--- config.mk ---
export PLATFORM = sky130hd
export DESIGN_NAME = race_free_sampler_flat
export DESIGN_NICKNAME = d
export VERILOG_FILES = /design/src/rtl/race_free_sampler_pkg.sv /design/src/rtl/race_free_sampler_if.sv /design/src/rtl/race_free_sampler_fifo.sv /design/src/rtl/race_free_sampler.sv /design/src/flat_wrapper.sv
export SDC_FILE = /design/constraint.sdc
export NUM_CORES = 1
export LEC_CHECK = 0
export CAP_MARGIN = 20
export CORE_ASPECT_RATIO = 0.75
export CORE_MARGIN = 1.5
export CORE_UTILIZATION = 33
export CTS_CLUSTER_SIZE = 28
export DETAILED_ROUTE_END_ITERATION = 6
export SLEW_MARGIN = 5
export SYNTH_ARGS = -nofsm -noshare
export SYNTH_HDL_FRONTEND = slang
export SYNTH_SLANG_ARGS = --single-unit
--- constraint.sdc ---
create_clock -name clk -period 7.5 [get_ports clk]
set_input_delay 2.25 -clock clk [delete_from_list [all_inputs] [get_ports clk]]
set_output_delay 2.25 -clock clk [all_outputs]
set_load 0.02 [all_outputs]
--- src/rtl/race_free_sampler_pkg.sv ---
// race_free_sampler_pkg: shared defaults, drop saturation limit and pointer-width helper
package race_free_sampler_pkg;
  localparam int W_DEF = 8;
  localparam int DEPTH_DEF = 4;
  localparam int TS_W_DEF = 16;
  localparam logic [7:0] DROP_MAX = 8'd255;
  function automatic int ptr_w(input int depth);
    return $clog2(depth) + 1;
  endfunction
endpackage

--- src/rtl/race_free_sampler_if.sv ---
// race_free_sampler_if: FWFT drain channel (out_valid/out_data/out_ts from master, out_ready from slave)
interface race_free_sampler_if
  import race_free_sampler_pkg::*;
#(
  parameter int W = W_DEF,
  parameter int TS_W = TS_W_DEF
);
  logic out_valid;
  logic out_ready;
  logic [W-1:0] out_data;
  logic [TS_W-1:0] out_ts;
  modport master(output out_valid, out_data, out_ts, input out_ready);
  modport slave(input out_valid, out_data, out_ts, output out_ready);
endinterface

--- src/rtl/race_free_sampler_fifo.sv ---
// race_free_sampler_fifo: FWFT fifo; ports clk rst push pop wdata -> full empty rdata (head)
module race_free_sampler_fifo
  import race_free_sampler_pkg::*;
#(
  parameter int DW = W_DEF + TS_W_DEF,
  parameter int DEPTH = DEPTH_DEF
) (
  input  logic          clk,
  input  logic          rst,
  input  logic          push,
  input  logic          pop,
  input  logic [DW-1:0] wdata,
  output logic          full,
  output logic          empty,
  output logic [DW-1:0] rdata
);
  localparam int AW = $clog2(DEPTH);
  localparam int PW = ptr_w(DEPTH);
  logic [DW-1:0] mem [DEPTH];
  logic [PW-1:0] wp, rp;
  assign empty = wp == rp;
  assign full = (wp[AW] != rp[AW]) && (wp[AW-1:0] == rp[AW-1:0]);
  assign rdata = mem[rp[AW-1:0]];
  always_ff @(posedge clk)
    if (push && !rst) mem[wp[AW-1:0]] <= wdata;
  always_ff @(posedge clk) begin
    if (rst) begin
      wp <= '0;
      rp <= '0;
    end else begin
      if (push) wp <= wp + PW'(1);
      if (pop) rp <= rp + PW'(1);
    end
  end
endmodule

--- src/rtl/race_free_sampler.sv ---
// race_free_sampler: edge-sampled change recorder; clk rst din sample_en -> o (FWFT valid/ready {data,ts}), overflow, drop_count
module race_free_sampler
  import race_free_sampler_pkg::*;
#(
  parameter int W = W_DEF,
  parameter int DEPTH = DEPTH_DEF,
  parameter int TS_W = TS_W_DEF
) (
  input  logic                   clk,
  input  logic                   rst,
  input  logic [W-1:0]           din,
  input  logic                   sample_en,
  race_free_sampler_if.master    o,
  output logic                   overflow,
  output logic [7:0]             drop_count
);
  logic [TS_W-1:0] ts;
  logic [W-1:0] prev;
  logic primed, full, empty, hit, push, pop, drop;
  logic [W+TS_W-1:0] head;
  assign hit = sample_en && (!primed || din != prev);
  assign pop = !empty && o.out_ready;
  assign push = hit && (!full || pop);
  assign drop = hit && full && !pop;
  assign o.out_valid = !empty;
  assign o.out_data = head[W+TS_W-1:TS_W];
  assign o.out_ts = head[TS_W-1:0];
  race_free_sampler_fifo #(.DW(W + TS_W), .DEPTH(DEPTH)) u_fifo (
    .clk(clk),
    .rst(rst),
    .push(push),
    .pop(pop),
    .wdata({din, ts}),
    .full(full),
    .empty(empty),
    .rdata(head)
  );
  always_ff @(posedge clk) begin
    if (rst) begin
      ts <= '0;
      prev <= '0;
      primed <= 1'b0;
      overflow <= 1'b0;
      drop_count <= '0;
    end else begin
      ts <= ts + TS_W'(1);
      if (sample_en) begin
        prev <= din;
        primed <= 1'b1;
      end
      if (drop) begin
        overflow <= 1'b1;
        drop_count <= drop_count == DROP_MAX ? DROP_MAX : drop_count + 8'd1;
      end
    end
  end
endmodule
--- src/flat_wrapper.sv ---
// flat-port wrapper written by rule: the top's interface ports become plain ports
module race_free_sampler_flat import race_free_sampler_pkg::*;
#(
  parameter int W = W_DEF,
  parameter int DEPTH = DEPTH_DEF,
  parameter int TS_W = TS_W_DEF
)
  (clk, rst, din, sample_en, overflow, drop_count, o_out_valid, o_out_data, o_out_ts, o_out_ready);
  race_free_sampler_if #(.W(W), .TS_W(TS_W)) o_i ();
  input  logic clk;
  input  logic rst;
  input  logic [W-1:0] din;
  input  logic sample_en;
  output logic overflow;
  output logic [7:0] drop_count;
  output wire logic [$bits(o_i.out_valid)-1:0] o_out_valid;
  output wire logic [$bits(o_i.out_data)-1:0] o_out_data;
  output wire logic [$bits(o_i.out_ts)-1:0] o_out_ts;
  input wire logic [$bits(o_i.out_ready)-1:0] o_out_ready;
  assign o_out_valid = o_i.out_valid;
  assign o_out_data = o_i.out_data;
  assign o_out_ts = o_i.out_ts;
  assign o_i.out_ready = o_out_ready;
  race_free_sampler #(.W(W), .DEPTH(DEPTH), .TS_W(TS_W)) u_core (.clk(clk), .rst(rst), .din(din), .sample_en(sample_en), .o(o_i), .overflow(overflow), .drop_count(drop_count));
endmodule
==> flow_metrics.tcl, run 1 <==
# yosys + openroad results
set metrics [dict create \
    outcome "finished clean" \
    rsz0062_at_grt "false" \
    tightest_slew_ns 0.937 \
    wl_met3_um 397 \
    hold_path_end "u_core.overflow$_SDFFE_PP0P_" \
    routed_via_density 4.84 \
    first_iter_violations 158 \
    h-tree-depth 4 \
    port_buffers 45 \
    gr-usage-met1 0.174 \
    tritoncts "yes" \
    yosysTopAreaCell "edfxtp_1" \
    internal_power_mw 1.55 \
    wl_met1_um 5120 \
    async_flop_share 0 \
    worst_ep_arrival_time_ns 2.59 \
    edf_count 96 \
    p_leak_nw 2.26 \
    syn-mean-instance-area_um2 15.9 \
    ys_area_um2 5480 \
    slew_headroom 0.376 \
    p_comb_mw 0.237 \
    final_nets 417 \
    fin_crit_ns 4.84 \
    die_x_um 152 \
    whs_path_depth 1 \
    largest_reg_flops 96 \
    r2r-end "u_core.u_fifo.mem[2][15]$_DFFE_PP_" \
    ff2ff_path_depth 5 \
    gp_congestion 0.719 \
    end_kind "output pin" \
    top_cell_area_share 0.526 \
    path_class "reg2out" \
    antenna_found_initial 0 \
    endpoint "o_out_ts[1]" \
    overflow 0 \
    ir_drop_mv 0.130 \
    area_delta_synth_final_pct 23.7 \
    wire_per_inst_um 17.0 \
    grt_pass1_wl_um 16400 \
    grt_pass1_vias 3022 \
    share_comb_of_total_power 0.117 \
    power-top-group "clock" \
    netlist_area_um2 5480 \
    yosys_most_used_dff "edfxtp_1" \
    p_seq_frac 0.431 \
    yosysMostFrequentCell "edfxtp_1" \
    top_layer "met4" \
]
-- run 1: critical path: stages (launching register included) --
cell	delay, ns
dfxtp_2	0.94
mux4_2	0.64
clkdlybuf4s50_1	0.58
-- run 1: layout make-up --
type                            count  area, µm²
Clock buffer                       18        429
Clock inverter                     14        220
Fill cell                        1414       9340
Inverter                            5       18.8
Multi-Input combinational cell    185       1620
Sequential cell                   138       3720
Tap cell                          210        263
Timing Repair Buffer               51        495
-- run 1: logic make-up after synthesis --
| family | share of synthesized area |
|---|---|
| buffers and inverters | 0.0240 |
| AND-OR/OR-AND | 0.0231 |
| adder cells (fa/ha/maj) | 0.0160 |
| AND/OR/NAND/NOR | 0.0946 |
| flip-flops | 0.680 |
| multiplexers | 0.119 |
| XOR/XNOR | 0.0432 |
Fig. 1: run 1, selected gate families
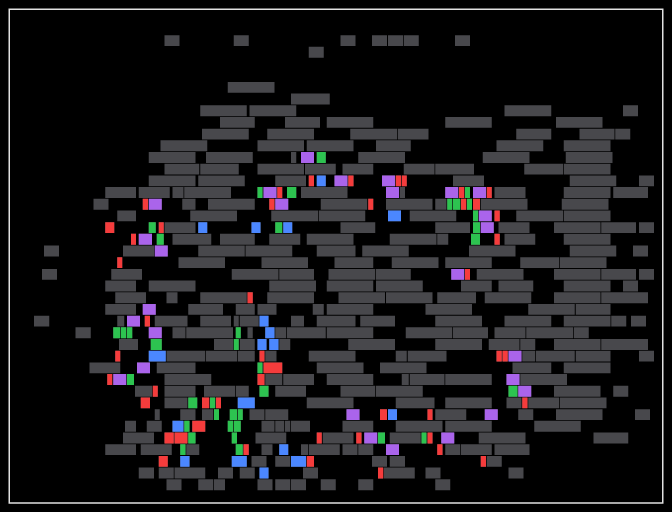
colour	family	cells
blue	AND and OR gates	18
purple	XOR/XNOR gates	27
green	NAND gates	37
red	NOR gates	47
Final Instance Count excl. Fillers: 621
Comb area share: 0.239
highest-count logic cell in the final layout: edfxtp_1

Fig. 2: run 1, cell classes on the final placement
Scale bar: 50 µm.
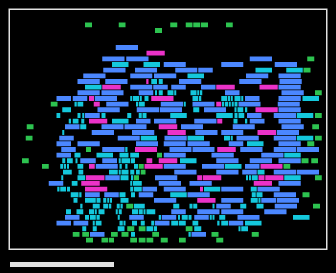
colour	class	cells
green	other buffers and delay cells	51
blue	flops	138
cyan	combinational and other logic	190
magenta	clock drivers and dummy loads	32
Finished Core Util: 0.420
fin area: 6770 µm²
Core Area: 16100 µm²
Seq area share: 0.550
FP Rows: 40

Fig. 3: run 1, routed clock nets over the placement
Scale bar: 50 µm.
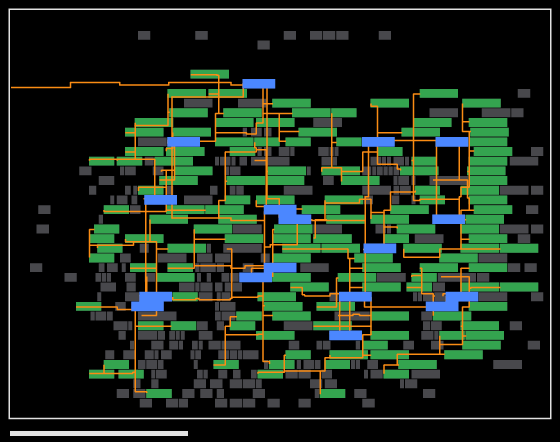
[blue] clock drivers | count: 17
[orange] clock wires | length: 1690 µm
[green] flip-flops | count: 138
routed clock nets	18
clock network power share: 0.452
Clock Skew: 0.00955 ns
clock-net power: 0.912 mW

Fig. 4: run 1, routing congestion
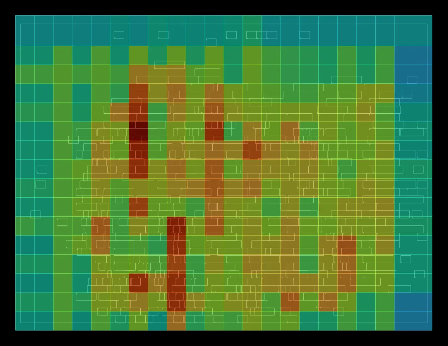
grt met2 use: 0.196
met3 Resource Use GR: 0.0446
busiest metal layer after global routing: met2

## Run 2: what changed since run 1
==> constraint.sdc (replaced) <==
create_clock -name clk -period 4.35 [get_ports clk]
set_input_delay 1.305 -clock clk [delete_from_list [all_inputs] [get_ports clk]]
set_output_delay 1.305 -clock clk [all_outputs]
set_load 0.02 [all_outputs]
Fig. 5: run 2, selected gate families
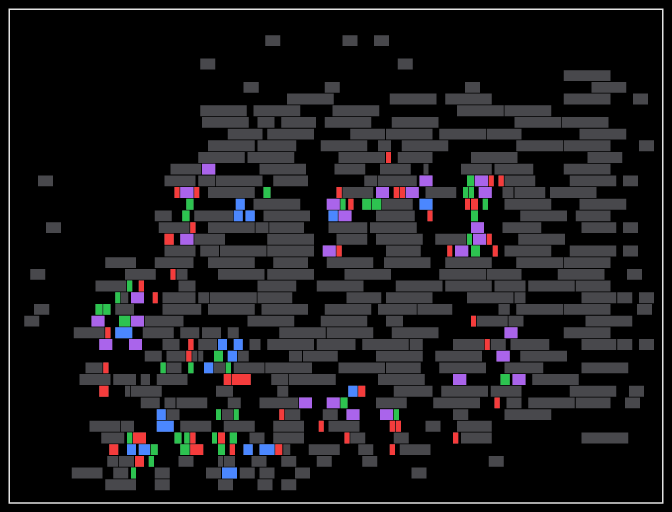
Final Instance Count excl. Fillers: 623
Comb area share: 0.242

==> flow_metrics.tcl, run 2 <==
# yosys + openroad results
set metrics [dict create \
    outcome "finished clean" \
    gr-usage-met1 0.179 \
    slew_headroom 0.672 \
    ys_sh_adder 0.0160 \
    endpoint "o_out_ts[2]" \
    area_delta_synth_final_pct 22.5 \
    syn-mean-instance-area_um2 15.9 \
    async_flop_share 0 \
    wire_per_inst_um 16.2 \
    final_util 0.416 \
    num_rows 40 \
    tightest_slew_ns 0.492 \
    wl_met3_um 325 \
    ff2ff_path_depth 5 \
    first_iter_violations 221 \
    share_comb_of_total_power 0.136 \
    wl_met1_um 5130 \
    r2r-end "u_core.u_fifo.mem[0][20]$_DFFE_PP_" \
    clk-power_mw 1.37 \
    ys_sh_xor 0.0432 \
    antenna_found_initial 0 \
    core_area_um2 16100 \
    use_met2 0.193 \
    fin_skew_ns 0.0114 \
    netlist_logic_family_top "multiplexers" \
    end_kind "output pin" \
    p_seq_frac 0.445 \
    internal_power_mw 2.42 \
    yosysTopAreaCell "edfxtp_1" \
    p_comb_mw 0.444 \
    grt_pass1_wl_um 16700 \
    rsz0062_at_grt "false" \
    critPathMaxStageDelay_ns 0.62 \
    busiest_layer "met2" \
    yosys_most_used_dff "edfxtp_1" \
    top_cell_area_share 0.526 \
    lay_top_count "edfxtp_1" \
    fin_crit_ns 3.64 \
    yosysMostFrequentCell "edfxtp_1" \
    simple_gate_area_frac 0.0946 \
    h-tree-depth 4 \
]
==> run 2: worst max-delay path, delay by kind of cell, from the launching register on <==
kind,cells,cell delay [ns]
muxes,1,0.62
buffers and inverters,2,0.99
DFF,1,0.31
==> run 2: final cells by class <==
class | instances | area, µm²
Fill cell | 1487 | 9410
Inverter | 5 | 18.8
Clock buffer | 17 | 425
Sequential cell | 138 | 3720
Timing Repair Buffer | 53 | 510
Clock inverter | 15 | 145
Tap cell | 210 | 263
Multi-Input combinational cell | 185 | 1620
==> run 2: kinds of logic after synthesis <==
logic type / Yosys count
flip-flops: 138
AND-OR/OR-AND: 14
adder cells (fa/ha/maj): 7
buffers and inverters: 21
XOR/XNOR: 27
multiplexers: 35
AND/OR/NAND/NOR: 102
## Run 3: what changed since run 2
==> constraint.sdc (replaced) <==
create_clock -name clk -period 3.7 [get_ports clk]
set_input_delay 1.11 -clock clk [delete_from_list [all_inputs] [get_ports clk]]
set_output_delay 1.11 -clock clk [all_outputs]
set_load 0.02 [all_outputs]
Fig. 6: run 3, where the registers sit
Scale bar: 50 µm.
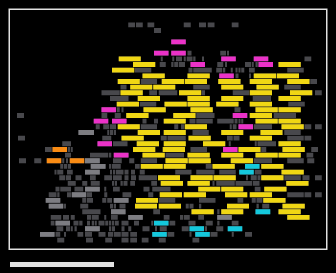
colour	netlist name	sequential cells
orange	u_core.u_fifo.rp	3
magenta	u_core.ts	16
yellow	u_core.u_fifo.mem	96
cyan	u_core.prev	8
not coloured	15
Seq area share: 0.554
Finished Core Util: 0.417
Flop area: 3720 µm²
Sequential Power: 1.72 mW

==> flow_metrics.tcl, run 3 <==
# yosys + openroad results
set metrics [dict create \
    async_flop_share 0 \
    crit_family "buffers and inverters" \
    use_met2 0.203 \
    fin_cells 624 \
    critPathMaxStageDelay_ns 0.60 \
    wl_met1_um 5050 \
    syn-mean-instance-area_um2 15.9 \
    internal_power_mw 2.90 \
    lay_top_count "edfxtp_1" \
    rsz0062_at_grt "false" \
    num_rows 40 \
    antenna_found_initial 0 \
    endpoint "o_out_ts[0]" \
    ff2ff_path_depth 5 \
    h-tree-depth 4 \
    yosysTopAreaCell "edfxtp_1" \
    port_buffers 45 \
    yosys_most_used_dff "edfxtp_1" \
    dpl_cell_area_um2 6160 \
    n_fill_cell 1457 \
    ys_top_cells_by_area "edfxtp_1 (53%), dfxtp_1 (15%), mux4_2 (9.9%)" \
    first_iter_violations 167 \
    p_seq_frac 0.446 \
    end_kind "output pin" \
    outcome "finished clean" \
    root_buffer "clkbuf_16" \
    wl_met3_um 440 \
    path_buffers 2 \
    fin_skew_ns 0.0115 \
    slew_headroom 0.688 \
    wire_per_inst_um 16.7 \
    core_area_um2 16100 \
    grt_pass1_wl_um 16600 \
    p_comb_mw 0.538 \
    busiest_layer "met2" \
    ys_seq_frac 0.680 \
    tightest_slew_ns 0.468 \
    cp.depth 3 \
    gr-usage-met1 0.171 \
    clk-power_mw 1.60 \
    r2r-end "u_core.u_fifo.mem[0][14]$_DFFE_PP_" \
    area_delta_synth_final_pct 22.8 \
]
-- run 3: cell counts after synthesis --
Identical to the previous run, type by type.
-- run 3: cell families (layout without fill, tap and decap cells) --
family	after synthesis	after routing	synth area share
AND-OR/OR-AND	14	14	0.0231
XOR/XNOR	27	27	0.0432
adder cells (fa/ha/maj)	7	7	0.0160
buffers and inverters	21	91	0.0240
flip-flops	138	138	0.680
multiplexers	35	35	0.119
AND/OR/NAND/NOR	102	102	0.0946
-- run 3: final cells by class --
class,instances,area [µm²],share of cell area
timing repair buffer,54,531,0.0789
tap,210,263,0.0391
multi-input combinational,185,1620,0.241
clock inverter,15,140,0.0208
sequential,138,3720,0.554
clock buffer,17,425,0.0633
inverter,5,18.8,0.00279
Power figures rest on the tool's default switching activity, not on a simulated workload.
